$ cat config.mk
export PLATFORM = sky130hd
export DESIGN_NAME = sample_buffer
export DESIGN_NICKNAME = d
export VERILOG_FILES = /design/src/rtl/sample_buffer.sv
export SDC_FILE = /design/constraint.sdc
export NUM_CORES = 1
export LEC_CHECK = 0
export CORE_ASPECT_RATIO = 1.5
export CORE_MARGIN = 2
export CORE_UTILIZATION = 50
export CTS_CLUSTER_DIAMETER = 100
export DETAILED_ROUTE_END_ITERATION = 10
export GPL_ROUTABILITY_DRIVEN = 0
export GPL_TIMING_DRIVEN = 0
export PLACE_DENSITY = 0.7
export SETUP_SLACK_MARGIN = 0.1
export SLEW_MARGIN = 5
export SYNTH_ARGS = -nofsm -noshare
export SYNTH_HDL_FRONTEND = slang
export SYNTH_SLANG_ARGS = --single-unit
$ cat constraint.sdc
create_clock -name clk -period 6.78 [get_ports clk]
set_clock_uncertainty 0.05 [all_clocks]
set_input_delay 1.356 -clock clk [delete_from_list [all_inputs] [get_ports clk]]
set_output_delay 1.356 -clock clk [all_outputs]
set_load 0.01 [all_outputs]
$ cat src/rtl/sample_buffer.sv
// Sample request FSM and first-word-fall-through FIFO between the sine reader
// and the codec. Keeps the output stream pre-filled, one request in flight at most.
module sample_buffer #(
    parameter int DEPTH_LOG2 = 3,
    parameter int WIDTH      = 16,
    parameter int TIMEOUT    = 64
) (
    input  logic                  clk,
    input  logic                  reset,
    input  logic                  enable,
    output logic                  generate_next,
    input  logic                  sample_ready,
    input  logic [WIDTH-1:0]      sample,
    output logic [WIDTH-1:0]      out_sample,
    output logic                  out_valid,
    input  logic                  out_ready,
    output logic [DEPTH_LOG2:0]   fill_level,
    output logic                  timeout_err,
    output logic                  spurious_err
);

    localparam int DEPTH = 1 << DEPTH_LOG2;
    localparam int CNT_W = $clog2(TIMEOUT + 1);

    typedef enum logic [1:0] {
        IDLE,
        REQ,
        WAIT
    } state_t;

    state_t                  state_q, state_d;
    logic [CNT_W-1:0]        wait_cnt_q, wait_cnt_d;
    logic [DEPTH_LOG2-1:0]   wr_ptr_q, wr_ptr_d;
    logic [DEPTH_LOG2-1:0]   rd_ptr_q, rd_ptr_d;
    logic [DEPTH_LOG2:0]     count_q, count_d;
    logic [WIDTH-1:0]        mem_q [DEPTH];
    logic [WIDTH-1:0]        mem_d [DEPTH];
    logic                    timeout_err_q, timeout_err_d;
    logic                    spurious_err_q, spurious_err_d;
    logic                    push;
    logic                    pop;

    always_comb begin
        state_d        = state_q;
        wait_cnt_d     = wait_cnt_q;
        wr_ptr_d       = wr_ptr_q;
        rd_ptr_d       = rd_ptr_q;
        count_d        = count_q;
        mem_d          = mem_q;
        timeout_err_d  = timeout_err_q;
        spurious_err_d = spurious_err_q;
        push           = 1'b0;
        pop            = (count_q != '0) && out_ready;

        case (state_q)
            IDLE: begin
                if (enable && (count_q < (DEPTH_LOG2 + 1)'(DEPTH)))
                    state_d = REQ;
            end
            REQ: begin
                state_d    = WAIT;
                wait_cnt_d = '0;
            end
            WAIT: begin
                if (sample_ready) begin
                    push    = 1'b1;
                    state_d = IDLE;
                end else if (wait_cnt_q == CNT_W'(TIMEOUT - 1)) begin
                    timeout_err_d = 1'b1;
                    state_d       = IDLE;
                end else begin
                    wait_cnt_d = wait_cnt_q + 1'b1;
                end
            end
            default: state_d = IDLE;
        endcase

        // A response outside WAIT has no matching request; drop the data.
        if (sample_ready && (state_q != WAIT))
            spurious_err_d = 1'b1;

        if (push) begin
            mem_d[wr_ptr_q] = sample;
            wr_ptr_d        = wr_ptr_q + 1'b1;
        end
        if (pop)
            rd_ptr_d = rd_ptr_q + 1'b1;

        if (push && !pop)
            count_d = count_q + 1'b1;
        else if (pop && !push)
            count_d = count_q - 1'b1;
    end

    always_ff @(posedge clk or posedge reset) begin
        if (reset) begin
            state_q        <= IDLE;
            wait_cnt_q     <= '0;
            wr_ptr_q       <= '0;
            rd_ptr_q       <= '0;
            count_q        <= '0;
            timeout_err_q  <= 1'b0;
            spurious_err_q <= 1'b0;
            for (int unsigned i = 0; i < DEPTH; i++)
                mem_q[i] <= '0;
        end else begin
            state_q        <= state_d;
            wait_cnt_q     <= wait_cnt_d;
            wr_ptr_q       <= wr_ptr_d;
            rd_ptr_q       <= rd_ptr_d;
            count_q        <= count_d;
            timeout_err_q  <= timeout_err_d;
            spurious_err_q <= spurious_err_d;
            mem_q          <= mem_d;
        end
    end

    assign generate_next = (state_q == REQ);
    assign out_valid     = (count_q != '0);
    assign out_sample    = out_valid ? mem_q[rd_ptr_q] : '0;
    assign fill_level    = count_q;
    assign timeout_err   = timeout_err_q;
    assign spurious_err  = spurious_err_q;

endmodule
==> images/pdn.png <==
Drawn at 2 px/um. Pins as bars on the die edge.
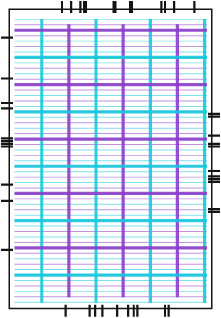
[cyan] VSS
[purple] VDD
rows: 52
met5 straps: 10
met1 rails: 53
die width: 100.6 um
core footprint: 13,600 um^2
largest voltage drop on the vdd net: 0.2000 mV
vertical die size: 148.8 um

==> images/final_congestion.png <==
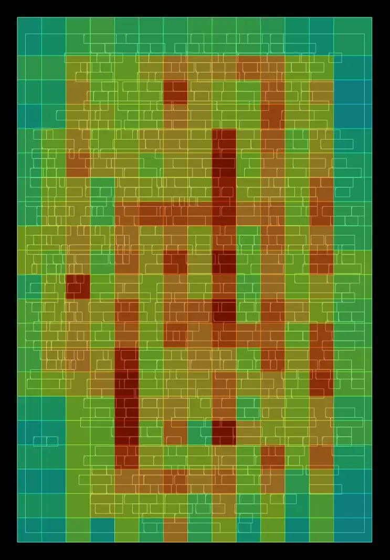
met1 Usage GRT: 0.2742
Wirelength per Cell: 21.15 um

-- metal layers --
| metal | GRT usage | vias to the layer above | routed length [um] |
|---|---|---|---|
| li1 | - | 1861 | - |
| met1 | 0.2742 | 2224 | 6173 |
| met2 | 0.3755 | 75 | 7986 |
| met3 | 0.04077 | 16 | 432 |
| met4 | 0.07397 | 0 | 258 |
| met5 | 0 | - | 0 |
-- where the power goes --
| part | internal [mW] | switching, mW |
|---|---|---|
| Sequential | 1.20 | 0.172 |
| Clock | 0.615 | 0.358 |
| Combinational | 0.776 | 0.576 |
-- flip-flops by register name, summed over array words and instances, names as in the netlist --
register	cells
wait_cnt_q	7
rd_ptr_q	3
fill_level	4
state_q	2
mem_q	128
spurious_err	1
timeout_err	1
wr_ptr_q	3
==> metrics.csv <==
stage;metric;value;unit
run_status;run_status;finished clean;
layout;fillCellCount;1038;
final_timing;drv_slew;0;
layout;areaGrowthSynthToFinish;18.46;%
critical_path;r2r_slack;3930;ps
clock_network;cts.root.buffer_cell;clkbuf_16;
critical_path;worst-r2r-cell-count;9;
hold_path;timing.hold.worst.class;register to register;
hold_path;min_path_cells;1;
layout;nClkBuffers;19;
yosys;synthesis.instances;463;
global_routing;remaining_overflow_grt;0;
yosys;synth_seq_share;0.5332;
yosys;post-synth-top-count-cell;dfrtp_1;
yosys;synth.comb.largest_family;multiplexers;
yosys;yosys_warnings;0;
layout;n_multi_input_combinational_cell;274;
clock_network;cts_post_setup_buffers_inserted;0;
layout;stdcell_count;702;
critical_path;worstPathCellList;clkbuf_1 -> clkbuf_1 -> mux4_2 -> a22o_1 -> clkdlybuf4s50_1;
die;dieArea;14970;um^2
detailed_routing;routed_wl;14850;um
layout;clkCellAreaFrac;0.07431;
layout;drive_above_1_share;0.3722;
yosys;post_synth_fa_ha_maj_area_fraction;0.02076;
hold_path;hold_path.startpoint;spurious_err$_DFFE_PP0P_;
final_timing;hold_viol_final;0;
final_timing;minimum_clock_period_after_layout;4266;ps
layout;inverters;11;
yosys;synth-seq-cells;149;
layout;final_cell_mix;dfrtp_1 (149), mux2_2 (114), clkdlybuf4s50_1 (44);
critical_path;timing.critical_path.required;5370;ps
clock_network;cts.clk_slew.worst_paths;60;ps
critical_path;critical_path.endpoint_type;output port;
yosys;ys_async_sr_fraction;1.000;
layout;layout.cells.most_common;dfrtp_1;
critical_path;critical_path_buf_inv_count;3;
layout;regArea;3729;um^2
yosys;netlist_area_pre_place;6993;um^2
yosys;cell_accounting_for_the_most_synthesized_area;dfrtp_1;
clock_network;cts_tree;built;
detailed_routing;detailedRoute.firstIterationViolations;168;
Power is estimated from default activity; no workload was simulated.
